==> src/rtl/snn_pkg.sv <==
// Shared definitions for the time-multiplexed spiking layer: FSM states,
// default parameter values and width helpers.
package snn_pkg;

  typedef enum logic [1:0] {
    S_IDLE   = 2'd0,
    S_ACCUM  = 2'd1,
    S_UPDATE = 2'd2,
    S_DONE   = 2'd3
  } state_t;

  localparam int DEF_THRESH      = 15;
  localparam int DEF_RESET       = 0;
  localparam int DEF_REFRAC      = 5;
  localparam int DEF_LEAK        = 0;
  localparam int DEF_WEIGHT_SIZE = 8;
  localparam int DEF_NUM_INPUTS  = 4;
  localparam int DEF_NUM_OUTPUTS = 4;

  // Membrane potential / accumulator width: weight plus headroom for the
  // sum of all inputs, plus two guard bits.
  function automatic int pot_width(input int ws, input int ni);
    return ws + $clog2(ni) + 2;
  endfunction

  // Index width that never collapses to zero bits.
  function automatic int idx_width(input int n);
    return (n > 1) ? $clog2(n) : 1;
  endfunction

endpackage

==> src/rtl/snn_tdm_layer_if.sv <==
// Bus bundle of the spiking layer: step handshake, weight write port and
// spike result.
//
// Handshake: a timestep is accepted on the rising edge where
// step_valid && step_ready; spike_in is sampled on that same edge.
// step_ready is high only while the layer is idle. When the step finishes,
// spike_out is updated and spike_valid pulses high for exactly one cycle.
// wr_en is a single-cycle strobe honoured only while idle.
interface snn_tdm_layer_if #(
  parameter int NUM_INPUTS  = 4,
  parameter int NUM_OUTPUTS = 4,
  parameter int WEIGHT_SIZE = 8
) ();

  localparam int ADDR_W = snn_pkg::idx_width(NUM_OUTPUTS * NUM_INPUTS);

  logic [NUM_INPUTS-1:0]         spike_in;
  logic                          step_valid;
  logic                          step_ready;
  logic                          wr_en;
  logic [ADDR_W-1:0]             wr_addr;
  logic signed [WEIGHT_SIZE-1:0] wr_data;
  logic [NUM_OUTPUTS-1:0]        spike_out;
  logic                          spike_valid;

  modport master (
    output spike_in, step_valid, wr_en, wr_addr, wr_data,
    input  step_ready, spike_out, spike_valid
  );

  modport slave (
    input  spike_in, step_valid, wr_en, wr_addr, wr_data,
    output step_ready, spike_out, spike_valid
  );

endinterface

==> src/rtl/snn_neuron_update.sv <==
// Combinational membrane update for one neuron: refractory countdown,
// leak, threshold test and clamping between RESET and the potential maximum.
module snn_neuron_update #(
  parameter int PW     = 12,
  parameter int RW     = 3,
  parameter int THRESH = 15,
  parameter int RESET  = 0,
  parameter int REFRAC = 5,
  parameter int LEAK   = 0
) (
  input  logic signed [PW-1:0] pot,
  input  logic signed [PW-1:0] acc,
  input  logic [RW-1:0]        refrac,
  output logic signed [PW-1:0] pot_next,
  output logic [RW-1:0]        refrac_next,
  output logic                 spike
);

  // Two extra bits keep pot+acc-LEAK exact before clamping.
  localparam logic signed [PW+1:0] V_MAX  = (PW+2)'((2 ** (PW - 1)) - 1);
  localparam logic signed [PW+1:0] V_RST  = (PW+2)'(RESET);
  localparam logic signed [PW+1:0] V_THR  = (PW+2)'(THRESH);
  localparam logic signed [PW+1:0] V_LEAK = (PW+2)'(LEAK);

  logic signed [PW+1:0] v;

  // Refractory neurons only count down; others integrate, fire or clamp.
  always_comb begin
    v           = (PW+2)'(pot) + (PW+2)'(acc) - V_LEAK;
    pot_next    = pot;
    refrac_next = refrac;
    spike       = 1'b0;
    if (refrac != '0) begin
      refrac_next = refrac - RW'(1);
    end else if (v >= V_THR) begin
      spike       = 1'b1;
      pot_next    = PW'(RESET);
      refrac_next = RW'(REFRAC);
    end else if (v < V_RST) begin
      pot_next = PW'(RESET);
    end else if (v > V_MAX) begin
      pot_next = V_MAX[PW-1:0];
    end else begin
      pot_next = v[PW-1:0];
    end
  end

endmodule

==> src/rtl/snn_tdm_layer.sv <==
// Spiking neuron layer with one shared datapath: each timestep walks every
// neuron, accumulates its weighted input spikes one input per cycle, then
// runs a single-cycle membrane update. Weight RAM and neuron state live here.
module snn_tdm_layer
  import snn_pkg::*;
#(
  parameter int THRESH      = DEF_THRESH,
  parameter int RESET       = DEF_RESET,
  parameter int REFRAC      = DEF_REFRAC,
  parameter int LEAK        = DEF_LEAK,
  parameter int WEIGHT_SIZE = DEF_WEIGHT_SIZE,
  parameter int NUM_INPUTS  = DEF_NUM_INPUTS,
  parameter int NUM_OUTPUTS = DEF_NUM_OUTPUTS
) (
  input  logic             clk,
  input  logic             rst_n,
  snn_tdm_layer_if.slave   bus,
  output state_t           dbg_state
);

  localparam int PW     = pot_width(WEIGHT_SIZE, NUM_INPUTS);
  localparam int NW     = idx_width(NUM_OUTPUTS);
  localparam int IW     = idx_width(NUM_INPUTS);
  localparam int ADDR_W = idx_width(NUM_OUTPUTS * NUM_INPUTS);
  localparam int RW     = idx_width(REFRAC + 1);
  localparam int NWORDS = NUM_OUTPUTS * NUM_INPUTS;

  localparam logic signed [PW:0] ACC_MAX = (PW+1)'((2 ** (PW - 1)) - 1);
  localparam logic signed [PW:0] ACC_MIN = (PW+1)'(-(2 ** (PW - 1)));

  state_t                        state;
  logic [NW-1:0]                 n_idx;
  logic [IW-1:0]                 i_idx;
  logic [NUM_INPUTS-1:0]         spk_cap;
  logic [NUM_OUTPUTS-1:0]        spk_col;
  logic signed [PW-1:0]          acc;
  logic signed [WEIGHT_SIZE-1:0] weights [NWORDS];
  logic signed [PW-1:0]          pot     [NUM_OUTPUTS];
  logic [RW-1:0]                 refrac  [NUM_OUTPUTS];

  logic [ADDR_W-1:0]             rd_addr;
  logic signed [WEIGHT_SIZE-1:0] w_cur;
  logic signed [PW:0]            acc_sum;
  logic signed [PW-1:0]          acc_next;
  logic signed [PW-1:0]          pot_upd;
  logic [RW-1:0]                 refrac_upd;
  logic                          spike_upd;

  assign bus.step_ready = (state == S_IDLE);
  assign dbg_state      = state;

  // Weight lookup and saturating accumulate for the current (neuron, input).
  always_comb begin
    rd_addr = ADDR_W'(n_idx) * ADDR_W'(NUM_INPUTS) + ADDR_W'(i_idx);
    w_cur   = weights[rd_addr];
    acc_sum = (PW+1)'(acc) + (PW+1)'(w_cur);
    if (acc_sum > ACC_MAX) begin
      acc_next = ACC_MAX[PW-1:0];
    end else if (acc_sum < ACC_MIN) begin
      acc_next = ACC_MIN[PW-1:0];
    end else begin
      acc_next = acc_sum[PW-1:0];
    end
  end

  snn_neuron_update #(
    .PW     (PW),
    .RW     (RW),
    .THRESH (THRESH),
    .RESET  (RESET),
    .REFRAC (REFRAC),
    .LEAK   (LEAK)
  ) u_update (
    .pot         (pot[n_idx]),
    .acc         (acc),
    .refrac      (refrac[n_idx]),
    .pot_next    (pot_upd),
    .refrac_next (refrac_upd),
    .spike       (spike_upd)
  );

  // Sequencer: IDLE -> (ACCUM x NUM_INPUTS -> UPDATE) per neuron -> DONE.
  always_ff @(posedge clk or negedge rst_n) begin
    if (!rst_n) begin
      state           <= S_IDLE;
      n_idx           <= '0;
      i_idx           <= '0;
      acc             <= '0;
      spk_cap         <= '0;
      spk_col         <= '0;
      bus.spike_out   <= '0;
      bus.spike_valid <= 1'b0;
      for (int k = 0; k < NWORDS; k++) weights[k] <= '0;
      for (int k = 0; k < NUM_OUTPUTS; k++) begin
        pot[k]    <= PW'(RESET);
        refrac[k] <= '0;
      end
    end else begin
      bus.spike_valid <= 1'b0;
      case (state)
        S_IDLE: begin
          // A write in the handshake cycle lands before the first lookup.
          if (bus.wr_en) weights[bus.wr_addr] <= bus.wr_data;
          if (bus.step_valid) begin
            spk_cap <= bus.spike_in;
            n_idx   <= '0;
            i_idx   <= '0;
            acc     <= '0;
            spk_col <= '0;
            state   <= S_ACCUM;
          end
        end
        S_ACCUM: begin
          if (spk_cap[i_idx]) acc <= acc_next;
          if (i_idx == IW'(NUM_INPUTS - 1)) begin
            state <= S_UPDATE;
          end else begin
            i_idx <= i_idx + IW'(1);
          end
        end
        S_UPDATE: begin
          pot[n_idx]     <= pot_upd;
          refrac[n_idx]  <= refrac_upd;
          spk_col[n_idx] <= spike_upd;
          if (n_idx == NW'(NUM_OUTPUTS - 1)) begin
            state <= S_DONE;
          end else begin
            n_idx <= n_idx + NW'(1);
            i_idx <= '0;
            acc   <= '0;
            state <= S_ACCUM;
          end
        end
        S_DONE: begin
          bus.spike_out   <= spk_col;
          bus.spike_valid <= 1'b1;
          state           <= S_IDLE;
        end
        default: state <= S_IDLE;
      endcase
    end
  end

endmodule

==> src/flat_wrapper.sv <==
// flat-port wrapper written by rule: the top's interface ports become plain ports
module snn_tdm_layer_flat import snn_pkg::*;
#(
  parameter int THRESH      = DEF_THRESH,
  parameter int RESET       = DEF_RESET,
  parameter int REFRAC      = DEF_REFRAC,
  parameter int LEAK        = DEF_LEAK,
  parameter int WEIGHT_SIZE = DEF_WEIGHT_SIZE,
  parameter int NUM_INPUTS  = DEF_NUM_INPUTS,
  parameter int NUM_OUTPUTS = DEF_NUM_OUTPUTS
)
  (clk, rst_n, dbg_state, bus_spike_in, bus_step_valid, bus_wr_en, bus_wr_addr, bus_wr_data, bus_step_ready, bus_spike_out, bus_spike_valid);
  snn_tdm_layer_if #(.NUM_INPUTS(NUM_INPUTS), .NUM_OUTPUTS(NUM_OUTPUTS), .WEIGHT_SIZE(WEIGHT_SIZE)) bus_i ();
  input  logic clk;
  input  logic rst_n;
  output state_t dbg_state;
  input wire logic [$bits(bus_i.spike_in)-1:0] bus_spike_in;
  input wire logic [$bits(bus_i.step_valid)-1:0] bus_step_valid;
  input wire logic [$bits(bus_i.wr_en)-1:0] bus_wr_en;
  input wire logic [$bits(bus_i.wr_addr)-1:0] bus_wr_addr;
  input wire logic [$bits(bus_i.wr_data)-1:0] bus_wr_data;
  output wire logic [$bits(bus_i.step_ready)-1:0] bus_step_ready;
  output wire logic [$bits(bus_i.spike_out)-1:0] bus_spike_out;
  output wire logic [$bits(bus_i.spike_valid)-1:0] bus_spike_valid;
  assign bus_i.spike_in = bus_spike_in;
  assign bus_i.step_valid = bus_step_valid;
  assign bus_i.wr_en = bus_wr_en;
  assign bus_i.wr_addr = bus_wr_addr;
  assign bus_i.wr_data = bus_wr_data;
  assign bus_step_ready = bus_i.step_ready;
  assign bus_spike_out = bus_i.spike_out;
  assign bus_spike_valid = bus_i.spike_valid;
  snn_tdm_layer #(.THRESH(THRESH), .RESET(RESET), .REFRAC(REFRAC), .LEAK(LEAK), .WEIGHT_SIZE(WEIGHT_SIZE), .NUM_INPUTS(NUM_INPUTS), .NUM_OUTPUTS(NUM_OUTPUTS)) u_core (.clk(clk), .rst_n(rst_n), .bus(bus_i), .dbg_state(dbg_state));
endmodule
==> config.mk <==
export PLATFORM = sky130hd
export DESIGN_NAME = snn_tdm_layer_flat
export DESIGN_NICKNAME = d
export VERILOG_FILES = /design/src/rtl/snn_pkg.sv /design/src/rtl/snn_tdm_layer_if.sv /design/src/rtl/snn_neuron_update.sv /design/src/rtl/snn_tdm_layer.sv /design/src/flat_wrapper.sv
export SDC_FILE = /design/constraint.sdc
export NUM_CORES = 1
export LEC_CHECK = 0
export CELL_PAD_IN_SITES_DETAIL_PLACEMENT = 0
export CELL_PAD_IN_SITES_GLOBAL_PLACEMENT = 1
export CORE_UTILIZATION = 52
export DETAILED_ROUTE_END_ITERATION = 6
export PLACE_DENSITY = 0.87
export REMOVE_ABC_BUFFERS = 1
export SLEW_MARGIN = 25
export SYNTH_ARGS = -nofsm -noshare
export SYNTH_HDL_FRONTEND = slang
export SYNTH_SLANG_ARGS = --single-unit
export TNS_END_PERCENT = 5
==> constraint.sdc <==
create_clock -name clk -period 5.5 [get_ports clk]
set_input_delay 1.1 -clock clk [delete_from_list [all_inputs] [get_ports clk]]
set_output_delay 1.1 -clock clk [all_outputs]
set_load 0.1 [all_outputs]
Run 1, signal wires by layer:
Scale: 2 px per um.
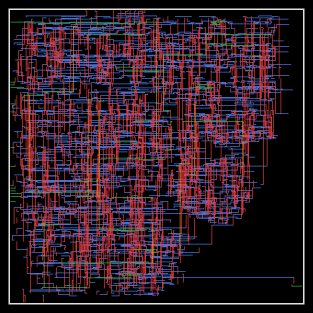
- red: met2 (wire length 10,900 um)
- green: met3 (wire length 675 um)
- blue: met1 (wire length 10,800 um)
- orange: met4 (wire length 457 um)

Run 1, close-up of the layout:
Region (100, 27) to (120, 47) um. Cells in grey, sequential cells in the stronger grey; small squares are vias.
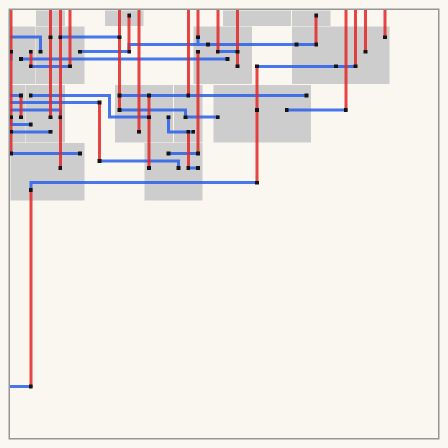
- blue: met1
- red: met2
- most frequent: ha_1 (3), o21bai_1 (2)
- sequential cells in the window: 0
- cells with their middle in the window: 10

==> impl_metrics.env, run 1 <==
# implementation run metrics
export IMPL_synth_flops=219
export IMPL_post_synth_top_area_cell="dfrtp_1"
export IMPL_crit_path_end="u_core.acc[4]$_DFFE_PN0P_"
export IMPL_met1Wirelength_um=10830
export IMPL_ys_cells=847
export IMPL_grt_pass1_vias=7085
export IMPL_wl_per_cell_um=19.79
export IMPL_grt_use_met2_pct=36.60
export IMPL_ys_chip_area_um2=10860
export IMPL_setup_violations=0
export IMPL_die_area_um2=21470
export IMPL_dr_wl_met3_um=674
export IMPL_grt_util_all_layers_pct=22.99
export IMPL_dr_pass1_iters=4
export IMPL_rows=52
export IMPL_highest_layer="met4"
export IMPL_antenna_found_initial=0
export IMPL_status="completed"
export IMPL_top_cell="dfrtp_1"
export IMPL_final_comb_area_um2=5152
export IMPL_ir_drop_uv=447.8
export IMPL_arrival_ns=5.30
export IMPL_clkPwrFrac_pct=27.6
Run 1, clock distribution:
Scale: 2 px per um.
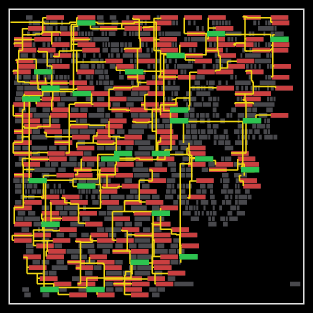
- yellow: clock wires (length 2,710 um)
- green: cells driving clock nets (count 25)
- red: flip-flops (count 219)
- routed clock nets: 26
- flops lie: all over the die
Clock Skew: 0.02561 ns
clock group total power: 1.68 mW

## run 1: how the worst min path moves through the flow
stage / from / to / slack, ns
6_report: rst_n / u_core.weights[118]$_DFFE_PN0P_ / 0.44
5_1_grt: rst_n / u_core.weights[118]$_DFFE_PN0P_ / 0.46
4_1_cts: u_core.pot[16]$_DFFE_PN0P_ / u_core.pot[16]$_DFFE_PN0P_ / 0.48
3_5_place_dp: u_core.pot[20]$_DFFE_PN0P_ / u_core.pot[20]$_DFFE_PN0P_ / 0.47
3_3_place_gp: u_core.pot[16]$_DFFE_PN0P_ / u_core.pot[16]$_DFFE_PN0P_ / 0.46
2_1_floorplan: u_core.pot[16]$_DFFE_PN0P_ / u_core.pot[16]$_DFFE_PN0P_ / 0.44
## run 1: power groups by stage
stage          logic, mW  registers [mW]  clock network, mW
4_1_cts             2.18            2.25               1.72
6_report            2.18            2.25               1.68
3_3_place_gp        2.13            2.26                  0
2_1_floorplan       1.54            2.31                  0
3_5_place_dp        2.17            2.27                  0
5_1_grt             2.38            2.30               1.78
## run 1: sequential cells by signal, indices dropped and copies added (netlist names)
register,count
u_core.acc,12
u_core.pot,48
u_core.spk_col,4
u_core.weights,128
u_core.i_idx,2
u_core.spk_cap,4
u_core.refrac,12
u_core.bus.spike_out,4
u_core.dbg_state,2
u_core.bus.spike_valid,1
u_core.n_idx,2
## run 1: cells in the final DEF, fill, tap and decap left out, types with 6 or more instances in the layout
cell	count
nor2b_1	6
mux4_2	55
nor2_1	22
inv_1	21
xor2_1	6
dfrtp_1	218
nand3_1	6
mux2_2	138
clkbuf_16	25
a21oi_1	16
a221o_1	10
nand2b_1	9
xnor2_1	7
clkdlybuf4s50_1	26
ha_1	31
clkinv_2	6
o21ai_0	48
a21o_1	8
nand2_1	88
o21ai_1	29
Run 1, the metal 4 layer:
Scale: 2 px per um.
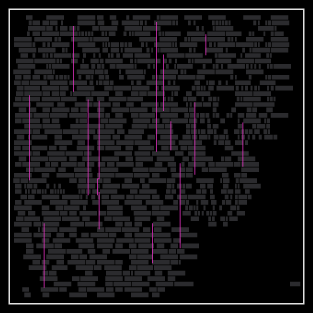

--- run 2 (diff from run 1) ---
--- a/config.mk
+++ b/config.mk
@@ -9,10 +9,11 @@
 export CELL_PAD_IN_SITES_GLOBAL_PLACEMENT = 1
 export CORE_UTILIZATION = 52
 export DETAILED_ROUTE_END_ITERATION = 6
-export PLACE_DENSITY = 0.87
+export PLACE_DENSITY = 0.86
 export REMOVE_ABC_BUFFERS = 1
 export SLEW_MARGIN = 25
 export SYNTH_ARGS = -nofsm -noshare
 export SYNTH_HDL_FRONTEND = slang
+export SYNTH_HIERARCHICAL = 1
 export SYNTH_SLANG_ARGS = --single-unit
 export TNS_END_PERCENT = 5
Run 2, the metal 4 layer:
Scale: 2 px per um.
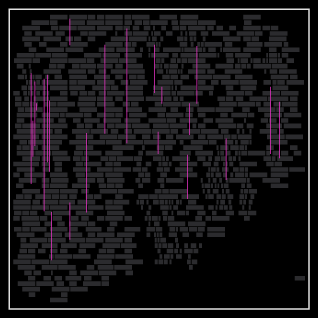
- longest straight run: 66.0 um
- share of all routed wire: 2.7%

Run 2, clock distribution:
Scale: 2 px per um.
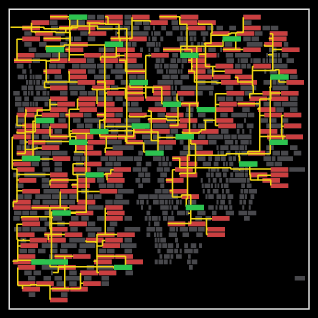
- green: cells driving clock nets (count 24)
- red: flip-flops (count 219)
- yellow: clock wires (length 2,470 um)
- routed clock nets: 25
clock latency on the worst-skew pair: 0.52 ns
Clock Skew: 0.01956 ns
clock group total power: 1.65 mW

Run 2, signal wires by layer:
Scale: 2 px per um.
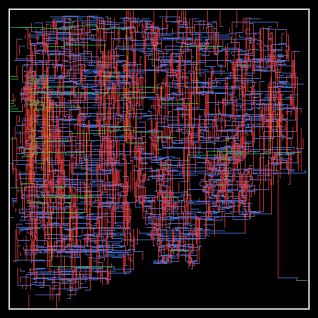
- red: met2 (wire length 12,400 um)
- green: met3 (wire length 760 um)
- blue: met1 (wire length 10,300 um)
- orange: met4 (wire length 639 um)

==> run 2 against run 1 <==
Against the previous run: critical path depth shrank 1; cell count shrank 2.4%; synthesized cell count shrank 4.6%; non-clock buffer count grew 2; die area grew 3.5%; sequential cell count is the same; design area grew 2.9%; critical path type unchanged.
==> impl_metrics.env, run 2 <==
# implementation run metrics
export IMPL_dr_pass1_iters=4
export IMPL_topCellsByArea="dfrtp_1 (49%), mux2_2 (19%), mux4_2 (11%)"
export IMPL_crit_fanout=11
export IMPL_worst_setup_path_type="flop to flop"
export IMPL_cts_resized=0
export IMPL_cts_max_level=1
export IMPL_lay_top_cells="dfrtp_1 (218), mux2_2 (194), mux4_2 (56)"
export IMPL_arrival_ns=4.89
export IMPL_top_cell="dfrtp_1"
export IMPL_startpoint="u_core/n_idx[0]$_DFFE_PN0P_"
export IMPL_n_antenna_cell=0
export IMPL_ir_drop_uv=372.5
export IMPL_largest_reg_flops=128
export IMPL_ys_flop_type="dfrtp_1"
export IMPL_antenna_found_initial=0
export IMPL_warning_count=31
export IMPL_root_buffer="clkbuf_16"
export IMPL_coreArea_um2=21090
export IMPL_rsz0062_at_grt="no"
export IMPL_drt_iter0_drc=366
export IMPL_post_synth_top_area_cell="dfrtp_1"
export IMPL_pin_count=28
export IMPL_finalCritPeriodShare_pct=81.83
export IMPL_grt_util_all_layers_pct=22.85
export IMPL_status="completed"
export IMPL_start_kind="flop"
export IMPL_grt_pass1_vias=7356
export IMPL_cts_tree="done"
export IMPL_edf_count=0
export IMPL_finalHoldViolations=0
export IMPL_synth_flops=219
export IMPL_largest_register="u_core/weights"
export IMPL_ys_cells=808
export IMPL_reg_top3="u_core/weights: 128 flops, u_core/pot: 48 flops"
export IMPL_cts_buffers=24
export IMPL_fp_dieW_um=149.1
export IMPL_lay_top_count="dfrtp_1"
export IMPL_cp_end_kind="flop"
export IMPL_period_needed_ns=4.501
export IMPL_finalWirelength_um=24080
export IMPL_die_area_um2=22230
export IMPL_setup_violations=0
export IMPL_drc=0
export IMPL_final_util_pct=59.88
export IMPL_maxSlewViolCount=0
export IMPL_wl_per_cell_um=21.37
export IMPL_rows=53
export IMPL_drv_cap=0
export IMPL_ys_chip_area_um2=11250
export IMPL_crit_path_end="u_core/refrac[8]$_DFFE_PN0P_"
[run 2: through the flow]
stage / setup slack, ns / hold slack [ns] / instances / cell area (um2)
4_1_cts: 0.9780 / 0.4880 / 1126 / 12600
3_3_place_gp: 1.184 / 0.4634 / 1083 / 11760
3_5_place_dp: 0.9961 / 0.4748 / 1083 / 11770
5_1_grt: 0.6862 / 0.4522 / 1127 / 12630
6_report: 0.9994 / 0.4494 / 1127 / 12630
2_1_floorplan: 0.8730 / 0.4533 / 772 / 11080
[run 2: final cells by class]
class,count,area (um2)
Clock buffer,36,705.7
Tap cell,275,344.1
Sequential cell,219,5482
Multi-Input combinational cell,536,5534
Fill cell,1600,8461
Timing Repair Buffer,37,370.4
Clock inverter,7,127.6
Inverter,17,63.81
[run 2: layer usage]
layer | global-route usage, % | wire length, um | vias to the layer above
met3 | 3.119 | 759 | 51
met4 | 6.633 | 639 | 0
met1 | 29.57 | 10300 | 3578
met2 | 40.02 | 12380 | 136
li1 | - | - | 3124
met5 | 0 | 0 | -
[run 2: kinds of logic after synthesis]
logic type,share of synthesized area [%]
mux,31.32
xor+xnor,0.9343
fa+ha+maj,3.804
compound gates,6.440
flops,48.72
buf+inv,2.113
simple gates,6.673
[run 2: worst max-delay path: cells and delay by family, from the launching register on]
kind	cells	cell delay (ns)
simple gates	4	1.10
mux	3	1.02
flops	1	0.78
compound gates	2	0.70
fa+ha+maj	1	0.43
buf+inv	1	0.34
[run 2: report_power, final]
part           switching [mW]  internal, mW  leakage [nW]
sequential              0.276          1.97          2.95
clock                   0.621          1.03         0.404
combinational            1.13          1.06          2.56
total                    2.03          4.06          5.91
No activity file was given, so power comes from the tool's default toggle rates.
